--- src/rtl/time_edit_controller_pkg.sv ---
// Shared constants for the time-edit controller and the edit datapath.
// The FSM state encodings deliberately match the select codes, so each
// edit state maps directly onto the field it edits.
package time_edit_controller_pkg;

    localparam logic [1:0] SELECT_NONE = 2'd0;
    localparam logic [1:0] SELECT_SEC  = 2'd1;
    localparam logic [1:0] SELECT_MIN  = 2'd2;
    localparam logic [1:0] SELECT_HOUR = 2'd3;

    localparam logic [1:0] ST_RUN       = 2'd0;
    localparam logic [1:0] ST_EDIT_SEC  = 2'd1;
    localparam logic [1:0] ST_EDIT_MIN  = 2'd2;
    localparam logic [1:0] ST_EDIT_HOUR = 2'd3;

    // Mode button order: RUN -> HOUR -> MIN -> SEC -> RUN
    function automatic logic [1:0] next_edit_state(input logic [1:0] state);
        case (state)
            ST_RUN:       next_edit_state = ST_EDIT_HOUR;
            ST_EDIT_HOUR: next_edit_state = ST_EDIT_MIN;
            ST_EDIT_MIN:  next_edit_state = ST_EDIT_SEC;
            default:      next_edit_state = ST_RUN;
        endcase
    endfunction

    // Field presented to the datapath for a given controller state
    function automatic logic [1:0] state_select(input logic [1:0] state);
        case (state)
            ST_EDIT_HOUR: state_select = SELECT_HOUR;
            ST_EDIT_MIN:  state_select = SELECT_MIN;
            ST_EDIT_SEC:  state_select = SELECT_SEC;
            default:      state_select = SELECT_NONE;
        endcase
    endfunction

endpackage

--- src/rtl/time_edit_controller_if.sv ---
// Button inputs and edit-control outputs of the time-edit controller.
// slave: the controller itself; master: the side that drives the buttons
// and consumes select/increment/run_en/commit/blink.
interface time_edit_controller_if;

    logic       mode_btn;
    logic       inc_btn;
    logic       tick_1hz;
    logic [1:0] select;
    logic       increment;
    logic       run_en;
    logic       commit;
    logic       blink;

    modport master (
        output mode_btn, inc_btn, tick_1hz,
        input  select, increment, run_en, commit, blink
    );

    modport slave (
        input  mode_btn, inc_btn, tick_1hz,
        output select, increment, run_en, commit, blink
    );

endinterface

--- src/rtl/time_edit_controller_edge_detect.sv ---
// Registered rising-edge detector for a debounced button level.
// After reset the detector stays disarmed until the button has been seen
// low, so a button held through reset release never produces an edge.
module edge_detect (
    input  logic clk,
    input  logic reset_n,
    input  logic btn,
    output logic rise
);

    logic btn_q;
    logic armed;

    // Button history and the release-required arming flag
    always_ff @(posedge clk or negedge reset_n) begin
        if (!reset_n) begin
            btn_q <= 1'b0;
            armed <= 1'b0;
        end else begin
            btn_q <= btn;
            if (!btn) begin
                armed <= 1'b1;
            end
        end
    end

    assign rise = btn & ~btn_q & armed;

endmodule

--- src/rtl/time_edit_controller.sv ---
// Time-edit flow controller for the digital clock: mode/increment buttons
// to select code, increment pulses, run/pause, commit and blink.
// Optional macro TIME_EDIT_AUTO_REPEAT_EN builds the hold-to-repeat logic
// for the increment button; without it only button edges increment.
module time_edit_controller
    import time_edit_controller_pkg::*;
#(
    parameter int unsigned TIMEOUT_TICKS = 10,
    parameter int unsigned HOLD_CYCLES   = 50_000_000,
    parameter int unsigned REPEAT_CYCLES = 10_000_000
) (
    input  logic                  clk,
    input  logic                  reset_n,
    time_edit_controller_if.slave bus
);

    localparam int TO_W = $clog2(TIMEOUT_TICKS + 1);
    localparam logic [TO_W-1:0] TO_LIMIT = TO_W'(TIMEOUT_TICKS);

    logic [1:0]      state_q;
    logic [1:0]      state_d;
    logic [1:0]      select_q;
    logic            run_en_q;
    logic            increment_q;
    logic            commit_q;
    logic            blink_q;
    logic [TO_W-1:0] to_cnt_q;
    logic [TO_W-1:0] to_cnt_inc;

    logic mode_rise;
    logic inc_rise;
    logic edit_active;
    logic timeout_hit;
    logic repeat_fire;
    logic state_change;
    logic increment_d;
    logic commit_d;

    edge_detect u_mode_edge (
        .clk     (clk),
        .reset_n (reset_n),
        .btn     (bus.mode_btn),
        .rise    (mode_rise)
    );

    edge_detect u_inc_edge (
        .clk     (clk),
        .reset_n (reset_n),
        .btn     (bus.inc_btn),
        .rise    (inc_rise)
    );

    assign edit_active = (state_q != ST_RUN);

    // Increment activity in the same cycle restarts the inactivity window,
    // so it also suppresses a timeout that would otherwise fire now.
    assign to_cnt_inc  = (to_cnt_q == TO_LIMIT) ? to_cnt_q : to_cnt_q + TO_W'(1);
    assign timeout_hit = edit_active & bus.tick_1hz & ~inc_rise & ~repeat_fire
                         & (to_cnt_inc >= TO_LIMIT);

`ifdef TIME_EDIT_AUTO_REPEAT_EN
    localparam int HOLD_W = $clog2(HOLD_CYCLES + 1);
    localparam int REP_W  = $clog2(REPEAT_CYCLES + 1);
    localparam logic [HOLD_W-1:0] HOLD_LIMIT = HOLD_W'(HOLD_CYCLES);
    localparam logic [REP_W-1:0]  REP_RELOAD = REP_W'(REPEAT_CYCLES - 1);

    logic [HOLD_W-1:0] hold_cnt_q;
    logic [REP_W-1:0]  rep_cnt_q;
    logic              holding;

    assign holding     = edit_active & bus.inc_btn;
    assign repeat_fire = holding & (hold_cnt_q == HOLD_LIMIT) & (rep_cnt_q == '0)
                         & ~mode_rise;

    // Hold counter saturates at the hold threshold; the repeat counter then
    // reloads on every repeat pulse and counts down to the next one.
    always_ff @(posedge clk or negedge reset_n) begin
        if (!reset_n) begin
            hold_cnt_q <= '0;
            rep_cnt_q  <= '0;
        end else if (!holding || state_change) begin
            hold_cnt_q <= '0;
            rep_cnt_q  <= '0;
        end else begin
            if (hold_cnt_q != HOLD_LIMIT) begin
                hold_cnt_q <= hold_cnt_q + HOLD_W'(1);
            end
            if (repeat_fire) begin
                rep_cnt_q <= REP_RELOAD;
            end else if (rep_cnt_q != '0) begin
                rep_cnt_q <= rep_cnt_q - REP_W'(1);
            end
        end
    end
`else
    logic unused_repeat_cfg;

    assign repeat_fire       = 1'b0;
    assign unused_repeat_cfg = ^{32'(HOLD_CYCLES), 32'(REPEAT_CYCLES)};
`endif

    // Next state and pulse decisions: timeout beats mode, mode beats increment
    always_comb begin
        state_d     = state_q;
        commit_d    = 1'b0;
        increment_d = 1'b0;
        if (timeout_hit) begin
            state_d  = ST_RUN;
            commit_d = 1'b1;
        end else if (mode_rise) begin
            state_d  = next_edit_state(state_q);
            commit_d = (state_q == ST_EDIT_SEC);
        end else if (edit_active && (inc_rise || repeat_fire)) begin
            increment_d = 1'b1;
        end
    end

    assign state_change = (state_d != state_q);

    // FSM state and registered outputs
    always_ff @(posedge clk or negedge reset_n) begin
        if (!reset_n) begin
            state_q     <= ST_RUN;
            select_q    <= SELECT_NONE;
            run_en_q    <= 1'b1;
            increment_q <= 1'b0;
            commit_q    <= 1'b0;
        end else begin
            state_q     <= state_d;
            select_q    <= state_select(state_d);
            run_en_q    <= (state_d == ST_RUN);
            increment_q <= increment_d;
            commit_q    <= commit_d;
        end
    end

    // Inactivity timer: counts ticks while editing, cleared by any activity
    always_ff @(posedge clk or negedge reset_n) begin
        if (!reset_n) begin
            to_cnt_q <= '0;
        end else if (!edit_active || state_change || mode_rise || inc_rise || repeat_fire) begin
            to_cnt_q <= '0;
        end else if (bus.tick_1hz) begin
            to_cnt_q <= to_cnt_inc;
        end
    end

    // Blink phase: off in RUN, blanked on entry to a field, toggles each tick
    always_ff @(posedge clk or negedge reset_n) begin
        if (!reset_n) begin
            blink_q <= 1'b0;
        end else if (state_d == ST_RUN) begin
            blink_q <= 1'b0;
        end else if (state_change) begin
            blink_q <= 1'b1;
        end else if (bus.tick_1hz) begin
            blink_q <= ~blink_q;
        end
    end

    assign bus.select    = select_q;
    assign bus.run_en    = run_en_q;
    assign bus.increment = increment_q;
    assign bus.commit    = commit_q;
    assign bus.blink     = blink_q;

endmodule

--- src/flat_wrapper.sv ---
// flat-port wrapper written by rule: the top's interface ports become plain ports
module time_edit_controller_flat import time_edit_controller_pkg::*;
#(
    parameter int unsigned TIMEOUT_TICKS = 10,
    parameter int unsigned HOLD_CYCLES   = 50_000_000,
    parameter int unsigned REPEAT_CYCLES = 10_000_000
)
  (clk, reset_n, bus_mode_btn, bus_inc_btn, bus_tick_1hz, bus_select, bus_increment, bus_run_en, bus_commit, bus_blink);
  time_edit_controller_if bus_i ();
  input  logic clk;
  input  logic reset_n;
  input wire logic [$bits(bus_i.mode_btn)-1:0] bus_mode_btn;
  input wire logic [$bits(bus_i.inc_btn)-1:0] bus_inc_btn;
  input wire logic [$bits(bus_i.tick_1hz)-1:0] bus_tick_1hz;
  output wire logic [$bits(bus_i.select)-1:0] bus_select;
  output wire logic [$bits(bus_i.increment)-1:0] bus_increment;
  output wire logic [$bits(bus_i.run_en)-1:0] bus_run_en;
  output wire logic [$bits(bus_i.commit)-1:0] bus_commit;
  output wire logic [$bits(bus_i.blink)-1:0] bus_blink;
  assign bus_i.mode_btn = bus_mode_btn;
  assign bus_i.inc_btn = bus_inc_btn;
  assign bus_i.tick_1hz = bus_tick_1hz;
  assign bus_select = bus_i.select;
  assign bus_increment = bus_i.increment;
  assign bus_run_en = bus_i.run_en;
  assign bus_commit = bus_i.commit;
  assign bus_blink = bus_i.blink;
  time_edit_controller #(.TIMEOUT_TICKS(TIMEOUT_TICKS), .HOLD_CYCLES(HOLD_CYCLES), .REPEAT_CYCLES(REPEAT_CYCLES)) u_core (.clk(clk), .reset_n(reset_n), .bus(bus_i));
endmodule
--- config.mk ---
export PLATFORM = sky130hd
export DESIGN_NAME = time_edit_controller_flat
export DESIGN_NICKNAME = d
export VERILOG_FILES = /design/src/rtl/time_edit_controller_pkg.sv /design/src/rtl/time_edit_controller_if.sv /design/src/rtl/time_edit_controller_edge_detect.sv /design/src/rtl/time_edit_controller.sv /design/src/flat_wrapper.sv
export SDC_FILE = /design/constraint.sdc
export NUM_CORES = 1
export LEC_CHECK = 0
export ABC_AREA = 1
export CAP_MARGIN = 25
export CELL_PAD_IN_SITES_DETAIL_PLACEMENT = 0
export CELL_PAD_IN_SITES_GLOBAL_PLACEMENT = 1
export CORE_ASPECT_RATIO = 1.1
export CORE_MARGIN = 10
export CORE_UTILIZATION = 45
export CTS_BUF_LIST = sky130_fd_sc_hd__clkbuf_8
export CTS_CLUSTER_DIAMETER = 60
export CTS_CLUSTER_SIZE = 12
export DETAILED_ROUTE_END_ITERATION = 8
export PLACE_DENSITY_LB_ADDON = 0.1
export SYNTH_ARGS = -nofsm -noshare
export SYNTH_HDL_FRONTEND = slang
export SYNTH_SLANG_ARGS = --single-unit
--- constraint.sdc ---
create_clock -name clk -period 2.6 [get_ports clk]
set_input_delay 0.52 -clock clk [delete_from_list [all_inputs] [get_ports clk]]
set_output_delay 0.52 -clock clk [all_outputs]
set_load 0.01 [all_outputs]
==> GITHUB_STEP_SUMMARY, run 1 <==
## Synthesis and layout report

| Metric | Value |
|---|---|
| Status | `finished, final reports clean` |
| DR vias/cell | `4.58` |
| H-tree depth | `1` |
| Yosys cell types | `21` |
| Post-synthesis sequential area ratio | `between 40% and 50%` |
| Cts hold-fix bufs | `0` |
| Final instance area | `978 um^2` |
| Mapped Cells | `approximately 90` |
| Clock network fraction of total power | `about a fifth` |
| Highest clock rate | `roughly 0.55 GHz` |
| Ant. Diodes | `0` |
| Gr ovfl total | `0` |
| Adder share | `around 7.6%` |
| PD cells | `929 nW/um^2` |
| Cell Area, Placed | `approximately 930 um^2` |
| Syn avg cell area | `between 9 and 10 um^2` |
| Cells after DPL | `between 100 and 150` |
| CP Buf/Inv Count | `2` |
| Crit-path slowest cell | `clkdlybuf4s50_1` |
| DP Wirelength | `between 1000 and 1500 um` |
| Layout cells sized above 1 | `a little over a quarter` |
| Reg-to-Reg Start | `u_core.bus.select[0]` |
| Layout Nets | `roughly 110` |
| Final setup violation count | `0` |
| Worst Path Arrival | `1970 ps` |
| Peak VDD IR | `approximately 570 uV` |
| Antenna Nets Post-Route | `0` |
| HP Class | `flop to flop` |
| Hold slack final | `~430 ps` |
| Slew Viols, Final | `0` |
| Tool warning count | `29` |
| Hold Path Depth | `1` |
| Largest Register | `u_core.to_cnt_q` |
| Post-synth EDFFs | `0` |
| Syn nets | `about 100` |
| Num rows | `16` |
| Slew @ Worst Pin | `~660 ps` |
| Placer Congestion | `0.745` |
| Beginning of the critical path | `bus_tick_1hz` |
| Post-CTS setup buffer count | `0` |
| Io pins | `11` |
| Worst-path clk slew | `60 ps` |
| Fillcell total | `~180` |
| Initial DRC Count | `8` |
| Final period util | `70.4%` |
## run 1: power by group through the flow
stage | Clock (W) | Combinational, W | Sequential [W]
after detailed placement | 0 | 0.000415 | 0.000337
after global routing | 0.000193 | 0.000464 | 0.000339
final | 0.000172 | 0.000406 | 0.000331
after floorplan | 0 | 0.000288 | 0.000344
after CTS | 0.000181 | 0.000417 | 0.000332
after global placement | 0 | 0.000412 | 0.000334
## run 1: layer usage
layer / GRT usage (%) / up-vias / part of all wire [%]
met3: 2.53 / 2 / 3.5
met1: 8.72 / 245 / 44
li1: - / 299 / -
met5: 0 / - / 0
met2: 11.9 / 3 / 52
met4: 4.12 / 0 / 1.1
## run 1: final cells by class
| type | instances | area, um^2 | area share, % |
|---|---|---|---|
| sequential | 15 | 377 | 38.5 |
| multi-input combinational | 57 | 374 | 38.2 |
| timing repair buffer | 10 | 100 | 10.2 |
| inverter | 16 | 60.1 | 6.14 |
| clock buffer | 3 | 41.3 | 4.22 |
| tap | 18 | 22.5 | 2.30 |
| clock inverter | 1 | 3.75 | 0.384 |
## run 1: synthesized netlist by cell type, types with 2 or more instances
library cell / instances / area share, %
dfrtp_1: 14 / 42
buf_4: 2 / 1.8
nand3_2: 2 / 2.4
nand3_4: 2 / 4.2
o21ai_0: 4 / 2.4
nand3_1: 6 / 3.6
ha_1: 5 / 7.6
inv_1: 12 / 5.5
nand2_1: 15 / 6.8
nor2_1: 3 / 1.4
o21ai_2: 2 / 2.1
nor2_2: 6 / 4.5
inv_2: 4 / 1.8
nand2_2: 6 / 4.5
## run 1: logic make-up after synthesis
kind of cell    after synthesis
fa+ha+maj                     5
flops                        15
buf+inv                      18
xor+xnor                      2
simple gates                 44
compound gates                6
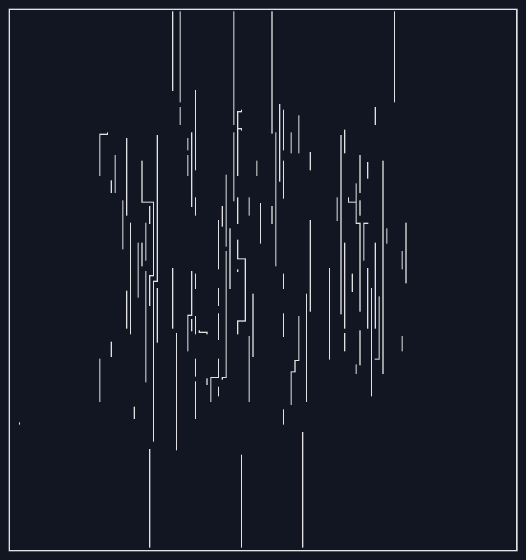
(run_1/met2.png)
longest straight run: 25.5 um
wire length on this layer: 672 um
vias: 549
Global Route met2 Usage: 11.9%
routed wire length: 1300 um

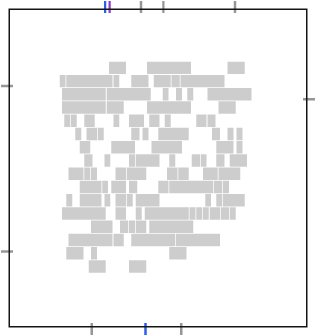
(run_1/pins.png)
Pins as bars across the die edge, other pins in gray.
[blue] bus_select | pins: 2 | direction: output | edge: 1 bottom, 1 top
[purple] bus_run_en | pins: 1 | direction: output | edge: top
all pins by edge: 5 top, 3 bottom, 2 left, 1 right

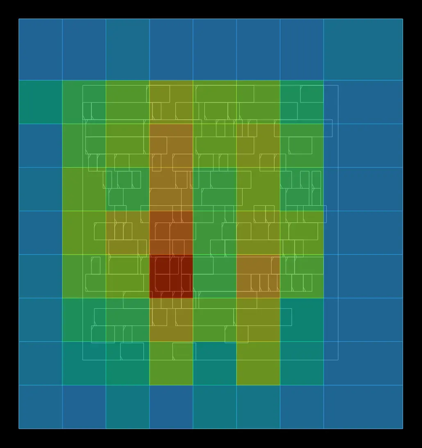
(run_1/final_congestion.png)
Util after Layout: 55.5%
Global Route Usage Sum: 7.57%
met3 usage: 2.53%
gr busiest metal: met2
detail-routed net length per standard cell: 10.8 um

==> inputs of run 2 (changes only) <==
- CORE_UTILIZATION: 45 -> 42
- clock period: 2.6 -> 1.75 ns (I/O delays scaled with it)
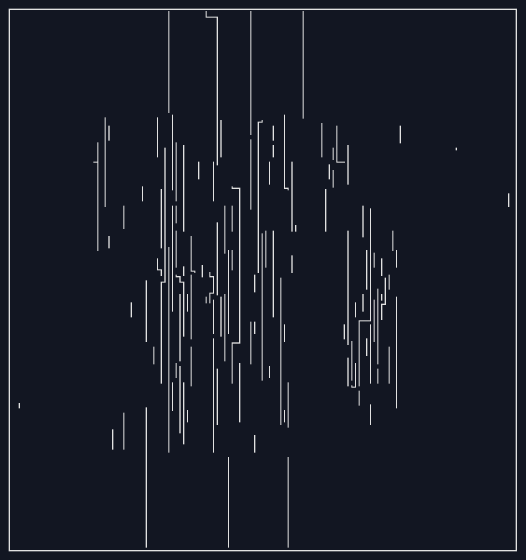
(run_2/met2.png)
wire length on this layer: 724 um
longest straight run: 25.2 um

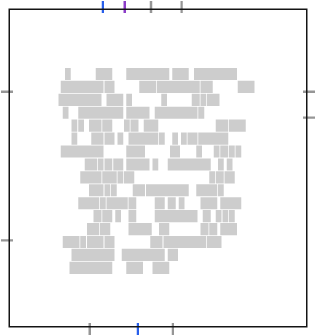
(run_2/pins.png)
Pins as bars across the die edge, other pins in gray.
[blue] bus_select | pins: 2 | direction: output | edge: 1 bottom, 1 top
[purple] bus_run_en | pins: 1 | direction: output | edge: top
all pins by edge: 4 top, 3 bottom, 2 right, 2 left

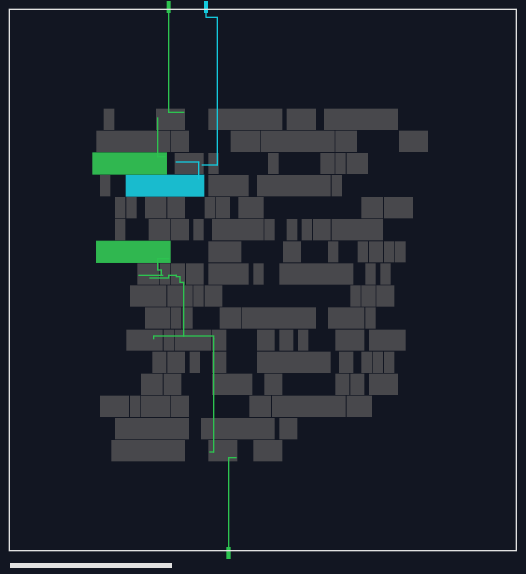
(run_2/port_nets.png)
Bar = 20 um.
[green] bus_select | direction: output | edge: 1 bottom, 1 top | end cells: 2 | buffers: 3 | wire: 73.1 um
[cyan] bus_run_en | direction: output | edge: top | end cells: 1 | buffers: 1 | wire: 26.9 um
port bufs: 10
io pins: 11

==> run 2 against run 1 <==
Net effect: global-route usage increased by 0.54 points; worst setup slack got worse by 660 ps; power increased by 58%; core utilization increased by 2.6 points; worst hold slack got worse by 4.0 ps; sequential share of layout area decreased by 2.9 points; die area increased by 4.8%; largest power group unchanged.
==> GITHUB_STEP_SUMMARY, run 2 <==
## Synthesis and layout report

| Metric | Value |
|---|---|
| Largest cells by area | `dfrtp_1 (42%), ha_1 (7.6%), nand2_1 (6.8%)` |
| Yosys cell types | `21 (unchanged)` |
| Initial DRC Count | `5 (-3)` |
| Num rows | `16 (unchanged)` |
| Layout cells sized above 1 | `34.2% (+6.8 points)` |
| Vias | `594 (+8.2%)` |
| HP Class | `flop to flop` |
| CP Buf/Inv Count | `1 (-1)` |
| Status | `finished, final reports clean` |
| Slew @ Worst Pin | `488 ps (-174 ps)` |
| Core ar. | `around 1800 um^2` |
| Gr ovfl total | `0 (unchanged)` |
| First-pass GRT wire length | `around 2700 um` |
| Util after Layout | `58.1% (+2.6 points)` |
| Syn nets | `100 (unchanged)` |
| DR vias/cell | `4.30 (-5.9%)` |
| Share of the synthesized area in the top cell type | `42.4% (unchanged)` |
| Cell with the most instances after synthesis | `nand2_1` |
| Post-synthesis sequential area ratio | `45.6% (unchanged)` |
| Cell Area, Placed | `1000 um^2 (+7.6%)` |
| Final instance area | `1060 um^2 (+8.2%)` |
| Worst-path clk slew | `60 ps (about the same)` |
| Global Route Usage Sum | `8.11% (+0.54 points)` |
| Mapped Cells | `90 (unchanged)` |
| Peak VDD IR | `864 uV (+51%)` |
| Hold Path Depth | `1 (unchanged)` |
| Layout Nets | `122 (+8.0%)` |
| Cells after DPL | `133 (+15%)` |
| Clock network fraction of total power | `18.6% (-0.4 points)` |
| Detail-routed net length per standard cell | `10.1 um (-6.6%)` |
| Most used DFF post-synth | `dfrtp_1` |
| Die area | `roughly 4100 um^2` |
| H-tree depth | `1 (unchanged)` |
| Ant. Diodes | `0 (unchanged)` |
| CTS max path bufs | `2` |
| Final setup violation count | `0 (unchanged)` |
| Latency at later pin | `240 ps` |
| Slew Viols, Final | `0 (unchanged)` |
| Tool warning count | `29 (unchanged)` |
| Tot Pwr | `approximately 0.0014 W` |
| Syn avg cell area | `9.18 um^2 (unchanged)` |
| Worst Path Arrival | `1290 ps (-680 ps)` |
| Crit-path slowest cell | `clkdlybuf4s50_1` |
| Critical-path cell list | `clkdlybuf4s50_1` |
| Highest clock rate | `0.611 GHz` |
| Hold slack final | `429 ps (-4.03 ps)` |
| Antenna Nets Post-Route | `0 (unchanged)` |
| Dominant cell type by area after synthesis | `dfrtp_1` |
| DP Wirelength | `1160 um (+7.3%)` |
| Post-synth EDFFs | `0 (unchanged)` |
| Setup TNS | `0 ps` |
| Fillcell total | `169 (-3.4%)` |
| Synth cell count leaders | `nand2_1 (15), dfrtp_1 (14), inv_1 (12)` |
| Routed wire length | `1400 um (+7.5%)` |
| Final period util | `between 90 and 100%` |
| PD cells | `1360 nW/um^2 (+47%)` |
| Largest Register | `u_core.to_cnt_q` |
| Placer Congestion | `0.705 (-5.4%)` |
## run 2: layer usage
layer  wire [um]  vias to the layer above  global-route usage [%]
met1         625                      265                    8.43
met2         724                        4                    14.1
li1            -                      323                       -
met5           0                        -                       0
met4          14                        0                    5.87
met3          32                        2                    2.17
## run 2: final timing paths
kind                                         start                   end  slack (ps)
max reg2reg                      u_core.state_q[1]      u_core.bus.blink         160
max in group asynchronous                  reset_n    u_core.to_cnt_q[1]         850
min reg2reg                u_core.u_inc_edge.btn_q  u_core.bus.increment         430
min                        u_core.u_inc_edge.btn_q  u_core.bus.increment         430
min in group asynchronous                  reset_n  u_core.bus.select[0]         440
max                              u_core.bus.run_en            bus_run_en         110
## run 2: cell type report
class                   instances  area (um^2)  share of cell area [%]
flip-flops and latches         15          377                    35.6
multi-input cells              57          374                    35.3
repair buffers                 19          168                    15.8
inverters                      16         60.1                    5.67
clock buffers                   3         41.3                    3.90
well taps                      27         33.8                    3.19
clock inverters                 1         5.00                   0.473
## run 2: kinds of logic after synthesis
logic type,share of synthesized area [%]
simple gates,31.1
compound gates,4.55
flops,45.6
xor+xnor,2.12
buf+inv,9.09
fa+ha+maj,7.58
## run 2: power by group through the flow
stage / logic [W] / registers, W / clock network, W
3_3_place_gp: 0.000679 / 0.000490 / 0
6_report: 0.000689 / 0.000484 / 0.000268
5_1_grt: 0.000779 / 0.000497 / 0.000299
3_5_place_dp: 0.000684 / 0.000492 / 0
2_1_floorplan: 0.000428 / 0.000511 / 0
4_1_cts: 0.000688 / 0.000486 / 0.000282
## run 2: timing repair
action | CTS | global route
hold buffers | 0 | 0
setup buffers | 0 | 1
setup endpoints to repair | 0 | 1
No activity file was given, so power comes from the tool's default toggle rates.
